m4.png
Scale: 2 px per µm.
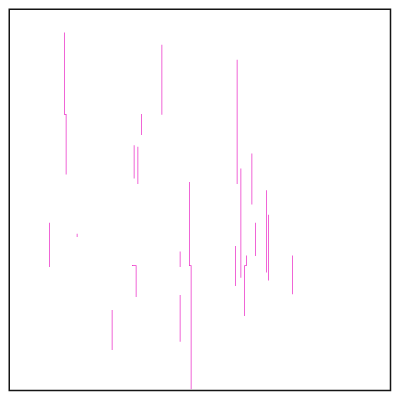
pinout.png
Scale: 2 px per µm. Pins as bars across the die edge, other pins in gray.
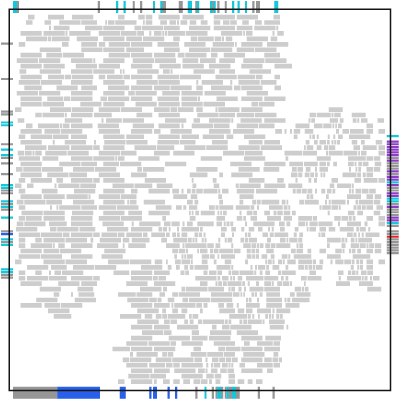
===== src/rtl/my_pkg.sv =====
// Shared types for the fetch-stage branch target buffer: prediction record,
// direction counter type and its named states.
package my_pkg;

  localparam int BTB_TAG_W = 6;

  typedef logic [1:0] btb_ctr_t;

  localparam btb_ctr_t CTR_SNT = 2'd0;
  localparam btb_ctr_t CTR_WNT = 2'd1;
  localparam btb_ctr_t CTR_WT  = 2'd2;
  localparam btb_ctr_t CTR_ST  = 2'd3;

  typedef struct packed {
    logic                 V;
    logic [BTB_TAG_W-1:0] TAG;
    logic [31:0]          TA;
    logic                 T;
  } CACHE_BRANCH;

  // Weak and strong taken both have the upper bit set.
  function automatic logic ctr_taken(input btb_ctr_t c);
    return c[1];
  endfunction

endpackage


===== src/rtl/sat_counter.sv =====
// Up/down counter that saturates at zero and all-ones, with a synchronous
// load that overrides counting.
module sat_counter #(
  parameter int W = 2
) (
  input  logic         clk,
  input  logic         rst_n,
  input  logic         inc,
  input  logic         dec,
  input  logic         load_en,
  input  logic [W-1:0] load_val,
  output logic [W-1:0] count
);

  localparam logic [W-1:0] MAX = '1;

  // NOTE: state is updated with <= so every flop samples pre-edge values;
  // blocking here would create order-dependent races between always blocks.
  always_ff @(posedge clk) begin
    if (!rst_n) begin
      count <= '0;
    end else if (load_en) begin
      count <= load_val;
    end else if (inc && !dec) begin
      if (count != MAX) count <= count + W'(1);
    end else if (dec && !inc) begin
      if (count != '0) count <= count - W'(1);
    end
  end

endmodule


===== src/rtl/branch_target_buffer.sv =====
// Direct-mapped, run-time trained branch target buffer for the fetch stage:
// combinational lookup, registered training, flush and lookup/hit statistics.
module branch_target_buffer
  import my_pkg::*;
#(
  parameter int IDX_W = 3,
  parameter int TAG_W = BTB_TAG_W,
  parameter int CNT_W = 16
) (
  input  logic             clk,
  input  logic             rst_n,
  input  logic             lookup_en_i,
  input  logic [31:0]      lookup_pc_i,
  output CACHE_BRANCH      pred_o,
  input  logic             upd_en_i,
  input  logic [31:0]      upd_pc_i,
  input  logic             upd_taken_i,
  input  logic [31:0]      upd_target_i,
  input  logic             upd_is_jump_i,
  input  logic             flush_i,
  output logic [CNT_W-1:0] lookup_cnt_o,
  output logic [CNT_W-1:0] hit_cnt_o
);

  localparam int ENTRIES = 2 ** IDX_W;
  localparam int TAG_LSB = IDX_W + 2;

  logic [ENTRIES-1:0] valid;
  logic [ENTRIES-1:0] jump;
  logic [TAG_W-1:0]   tag_mem    [ENTRIES];
  logic [31:0]        target_mem [ENTRIES];
  btb_ctr_t           ctr        [ENTRIES];

  // Lookup side: reads registered state only, so a same-cycle update is not seen.
  logic [IDX_W-1:0] lk_idx;
  logic [TAG_W-1:0] lk_tag;
  logic             lk_hit;

  assign lk_idx = lookup_pc_i[IDX_W+1:2];
  assign lk_tag = lookup_pc_i[TAG_LSB+TAG_W-1:TAG_LSB];
  assign lk_hit = valid[lk_idx] && (tag_mem[lk_idx] == lk_tag);

  // NOTE: pred_o gets a full default before the if, so no path leaves it
  // unassigned and no latch is inferred.
  always_comb begin
    pred_o = '0;
    if (lk_hit) begin
      pred_o.V   = 1'b1;
      pred_o.TAG = BTB_TAG_W'(tag_mem[lk_idx]);
      pred_o.TA  = target_mem[lk_idx];
      pred_o.T   = jump[lk_idx] || ctr_taken(ctr[lk_idx]);
    end
  end

  // Update side decode; a flush in the same cycle discards the update.
  logic [IDX_W-1:0] up_idx;
  logic [TAG_W-1:0] up_tag;
  logic             up_hit;
  logic             up_act;
  logic             up_alloc;
  logic             up_load;
  logic             up_inc;
  logic             up_dec;
  logic             up_write_ta;
  btb_ctr_t         up_load_val;

  assign up_idx      = upd_pc_i[IDX_W+1:2];
  assign up_tag      = upd_pc_i[TAG_LSB+TAG_W-1:TAG_LSB];
  assign up_hit      = valid[up_idx] && (tag_mem[up_idx] == up_tag);
  assign up_act      = upd_en_i && !flush_i;
  assign up_alloc    = up_act && !up_hit && (upd_taken_i || upd_is_jump_i);
  assign up_load     = up_alloc || (up_act && up_hit && upd_is_jump_i);
  assign up_inc      = up_act && up_hit && !upd_is_jump_i && upd_taken_i;
  assign up_dec      = up_act && up_hit && !upd_is_jump_i && !upd_taken_i;
  assign up_write_ta = up_load || up_inc;
  assign up_load_val = upd_is_jump_i ? CTR_ST : CTR_WT;

  always_ff @(posedge clk) begin
    if (!rst_n) begin
      valid <= '0;
      jump  <= '0;
    end else if (flush_i) begin
      valid <= '0;
    end else if (up_alloc) begin
      valid[up_idx] <= 1'b1;
      jump[up_idx]  <= upd_is_jump_i;
    end
  end

  // NOTE: tag and target arrays carry no reset; valid gates every read, so
  // clearing them would only add reset fan-out.
  always_ff @(posedge clk) begin
    if (up_write_ta) target_mem[up_idx] <= upd_target_i;
    if (up_alloc)    tag_mem[up_idx]    <= up_tag;
  end

  for (genvar i = 0; i < ENTRIES; i++) begin : g_ctr
    logic sel;
    assign sel = (up_idx == IDX_W'(i));

    sat_counter #(.W(2)) u_dir_ctr (
      .clk      (clk),
      .rst_n    (rst_n),
      .inc      (up_inc && sel),
      .dec      (up_dec && sel),
      .load_en  (up_load && sel),
      .load_val (up_load_val),
      .count    (ctr[i])
    );
  end

  // Statistics see the pre-flush hit and are untouched by flush.
  sat_counter #(.W(CNT_W)) u_lookup_cnt (
    .clk      (clk),
    .rst_n    (rst_n),
    .inc      (lookup_en_i),
    .dec      (1'b0),
    .load_en  (1'b0),
    .load_val ('0),
    .count    (lookup_cnt_o)
  );

  sat_counter #(.W(CNT_W)) u_hit_cnt (
    .clk      (clk),
    .rst_n    (rst_n),
    .inc      (lookup_en_i && lk_hit),
    .dec      (1'b0),
    .load_en  (1'b0),
    .load_val ('0),
    .count    (hit_cnt_o)
  );

  // Byte-offset bits and bits above the tag are intentionally ignored.
  logic unused_pc_bits;
  assign unused_pc_bits = ^{lookup_pc_i[1:0], upd_pc_i[1:0],
                            lookup_pc_i >> (TAG_LSB + TAG_W),
                            upd_pc_i >> (TAG_LSB + TAG_W)};

endmodule


===== config.mk =====
export PLATFORM = sky130hd
export DESIGN_NAME = branch_target_buffer
export DESIGN_NICKNAME = d
export VERILOG_FILES = /design/src/rtl/my_pkg.sv /design/src/rtl/sat_counter.sv /design/src/rtl/branch_target_buffer.sv
export SDC_FILE = /design/constraint.sdc
export NUM_CORES = 1
export LEC_CHECK = 0
export CAP_MARGIN = 20
export CELL_PAD_IN_SITES_DETAIL_PLACEMENT = 0
export CELL_PAD_IN_SITES_GLOBAL_PLACEMENT = 1
export CORE_MARGIN = 2
export CORE_UTILIZATION = 46
export DETAILED_ROUTE_END_ITERATION = 16
export PLACE_DENSITY = 0.87
export SLEW_MARGIN = 40
export SYNTH_ARGS = -nofsm -noshare
export SYNTH_HDL_FRONTEND = slang
export SYNTH_SLANG_ARGS = --single-unit

===== constraint.sdc =====
create_clock -name clk -period 12.4 [get_ports clk]
set_input_delay 1.86 -clock clk [delete_from_list [all_inputs] [get_ports clk]]
set_output_delay 1.86 -clock clk [all_outputs]
set_load 0.05 [all_outputs]

==> flow_metrics.py <==
# Auto-generated metrics
metrics = {
    "status": {
        "outcome": "finished clean",
    },
    "sta": {
        "drv_slew": 0,
        "grt_setup_unrepaired": "no",
        "finalHoldViolCount": 0,
        "maxSlewHeadroom_pct": 43.3,
        "worst_slew_pin_slew_ps": 851,
        "fin_crit_ps": 8140,
        "finalClockPeriodUsage_pct": 65.6,
        "finalWorstSetupSlack_ps": 4260,
        "fin_setup_tns_ps": 0,
        "clock.fmax_ghz": 0.123,
        "clock_skew_ps": 23.0,
    },
    "global_routing": {
        "track_usage_pct": 19.5,
        "antenna_found_initial": 3,
        "grt_max_degree": 72,
        "grt_pass1_wl_mm": 53.4,
        "gr-total-overflow": 0,
        "grt_pass1_vias": 9352,
    },
    "yosys": {
        "synth_stat.cells": 1018,
        "yosysUniqueCellTypes": 57,
        "most_common_cell": "edfxtp_1",
        "ys_seq_share_pct": 65.5,
        "synth_chip_area_um2": 15900,
        "area_leaders": "edfxtp_1 57%, mux4_2 12%, dfxtp_1 8.1%",
        "syn_nets": 1131,
        "yosysTopAreaCellShare_pct": 57.4,
        "syn-cell-area_um2": 15900,
        "syn_area_per_cell_um2": 15.6,
        "synth_async_sr_flop_share_pct": 0,
        "common_cells": "304 x edfxtp_1, 84 x mux4_2, 81 x nor2_1, 65 x mux2i_1, 64 x dfxtp_1",
        "ys_ff": 368,
        "synth_cells": 1018,
        "synth-edff-count": 304,
        "synth_top_flop_cell": "edfxtp_1",
        "synth_warnings": 0,
        "yosys.area.top_type": "edfxtp_1",
    },
    "die": {
        "pin_count": 175,
        "core_util_floorplan_pct": 46.4,
        "rows": 68,
        "dieArea_um2": 36100,
    },
    "pwr": {
        "power.density_nw_per_um2": 143,
        "p_sw_w": 0.000581,
        "p_sw_share_pct": 21.4,
        "intPower_w": 0.00214,
        "ir_worst_vdd_v": 0.000137,
        "pwr-share-comb_pct": 5.7,
        "seqPwrFrac_pct": 50.2,
        "clockPowerShare_pct": 44.1,
    },
    "clocking": {
        "post_cts_resized": 0,
        "root_buffer": "clkbuf_16",
        "post_cts_buffers": 0,
        "cts_buffer_depth": 3,
        "cts_made_buffers": 39,
        "holdBufCountCts": 0,
        "cts.sinks": 368,
        "clock.latency.late_pin_ps": 540,
        "htree_levels": 2,
        "cts_tree": "built",
        "clkTransAtPathRegs_ps": 60,
    },
    "worst_setup_path": {
        "crit_path_max_fanout": 55,
        "endpoint_kind": "primary output",
        "worst_path_dominant_cell_family": "buffers and inverters",
        "critPathSlowestCell": "clkdlybuf4s50_1",
        "cp_common_cell": "buf_4",
        "critPathLaunchType": "input pin",
        "crit_type": "input pin to primary output",
        "rrSetupSlack_ps": 8390,
        "max_stage_delay_ps": 850,
        "worstPathArrival_ps": 6280,
        "critPathBufInv": 4,
        "path_cells": "buf_4, buf_6, mux4_2, mux2i_1, xnor2_1, nor3_4, nand4_4, buf_4, nor2_1, clkdlybuf4s50_1",
    },
    "finish": {
        "n_fill_cell": 2665,
        "regArea_um2": 10400,
        "area_delta_synth_final_pct": 19.6,
        "nets": 1261,
        "layout-drive-gt1-share_pct": 16.8,
        "final-comb-area_um2": 5180,
    },
    "placed_design": {
        "dp_slack_ps": 4230,
        "place_congestion": 0.792,
        "dp_hpwl_mm": 20.2,
    },
    "route": {
        "routed_wl_mm": 35.3,
        "first_pass_iters": 5,
        "via_per_inst": 5.69,
        "first_iter_violations": 581,
        "route.detailed.drc": 0,
        "ant_nets": 0,
        "wl_per_cell_um": 21.6,
        "num_vias": 9310,
    },
    "hold_path": {
        "hp-class": "register to register",
    },
    "flow_run": {
        "warnings": 72,
        "drv_cap": 0,
    },
}
## Picture notes: m4.png
The wires run mostly vertical. The longest straight run is 61.9 µm. The layer carries 647 µm of wire.

## Picture notes: pinout.png
Key: `hit_cnt_o` = purple [pins 16, direction output, edge right]; `pred_o` = cyan [pins 40, direction output, edge 16 top, 13 left, 6 bottom, 5 right]; `upd_pc_i` = blue [pins 32, direction input, edge 31 bottom, 1 left]; `rst_n` = red [pins 1, direction input, edge right]
All pins by edge: 72 bottom, 42 right, 31 top, 30 left.
IO Port Bufs: 128
Die Width: 190 µm
Die Y: 190 µm

-- path summary, 6_finish.rpt --
kind / start / endpoint / cells after the start
worst max-delay path: lookup_pc_i[2] / pred_o[7] / 10
worst min-delay path: jump[3]$_SDFFE_PN0P_ / jump[3]$_SDFFE_PN0P_ / 2
worst max register to register: tag_mem[1][5]$_DFFE_PP_ / g_ctr[1].u_dir_ctr.count[0]$_SDFFE_PN0P_ / 13
worst min register to register: jump[3]$_SDFFE_PN0P_ / jump[3]$_SDFFE_PN0P_ / 2
-- registers in the layout, summed over array words and instances (netlist names) --
signal / count
target_mem: 256
tag_mem: 48
g_ctr.u_dir_ctr.count: 16
u_hit_cnt.count: 16
u_lookup_cnt.count: 16
jump: 8
valid: 8
-- metrics by stage --
| stage | util (%) | hold WS, ps | power [W] | std cells | area [µm²] |
|---|---|---|---|---|---|
| 6_report | 55.4 | 465 | 0.00272 | 1635 | 19000 |
| 5_1_grt | 55.4 | 489 | 0.00280 | 1634 | 19000 |
| 4_1_cts | 55.4 | 466 | 0.00274 | 1633 | 19000 |
| 3_5_place_dp | 51.5 | 457 | 0.00154 | 1562 | 17700 |
| 3_3_place_gp | 51.5 | 444 | 0.00154 | 1562 | 17700 |
| 2_1_floorplan | - | 432 | 0.00149 | 1018 | 15900 |
-- cell families (layout without fill, tap and decap cells) --
| logic type | Yosys count | in the layout | synth area share, % |
|---|---|---|---|
| AND/OR/NAND/NOR | 261 | 261 | 8.68 |
| buffers and inverters | 84 | 244 | 2.31 |
| AND-OR/OR-AND | 111 | 111 | 4.57 |
| other | 0 | 2 | 0 |
| adder cells (fa/ha/maj) | 10 | 10 | 0.787 |
| flip-flops | 368 | 368 | 65.5 |
| multiplexers | 159 | 159 | 16.8 |
| XOR/XNOR | 25 | 25 | 1.38 |
-- power by group through the flow --
stage	registers (W)	logic, W	clock network [W]
floorplan	0.00139	0.0000954	0
global placement	0.00139	0.000151	0
detailed placement	0.00139	0.000154	0
CTS	0.00136	0.000156	0.00123
global route	0.00136	0.000166	0.00127
finish	0.00136	0.000154	0.00120
-- layer usage --
metal	global-route usage [%]	wire (µm)	vias up
li1	-	-	4255
met1	26.2	15100	4740
met2	32.9	17400	260
met3	3.45	2030	53
met4	5.72	647	2
met5	0	11	-
-- layout make-up --
class,instances,share of cell area (%)
clock buffers,42,5.19
inverters,28,0.553
diodes,2,0.0263
flip-flops and latches,368,54.8
well taps,455,2.99
repair buffers,145,7.39
clock inverters,29,1.84
multi-input cells,566,27.2
-- layout by cell type, fill, tap and decap left out, types with 9 or more instances in the layout --
master	n
edfxtp_1	304
clkdlybuf4s50_1	124
mux4_2	84
nor2_1	75
mux2i_1	65
dfxtp_1	64
nand2_1	54
clkbuf_16	39
a21oi_1	29
inv_1	27
nor2b_1	26
nand3_1	19
xnor2_1	17
o21ai_0	16
buf_4	16
o22ai_1	13
nand2b_1	12
nor3_1	10
and4_1	10
ha_1	10
clkinv_1	10
mux2_2	9
-- worst min-delay path, stage by stage (launching register included) --
cell and delay (ps):
dfxtp_1 310, nand2_1 50, mux2i_1 60
Power and IR drop assume default switching activity.
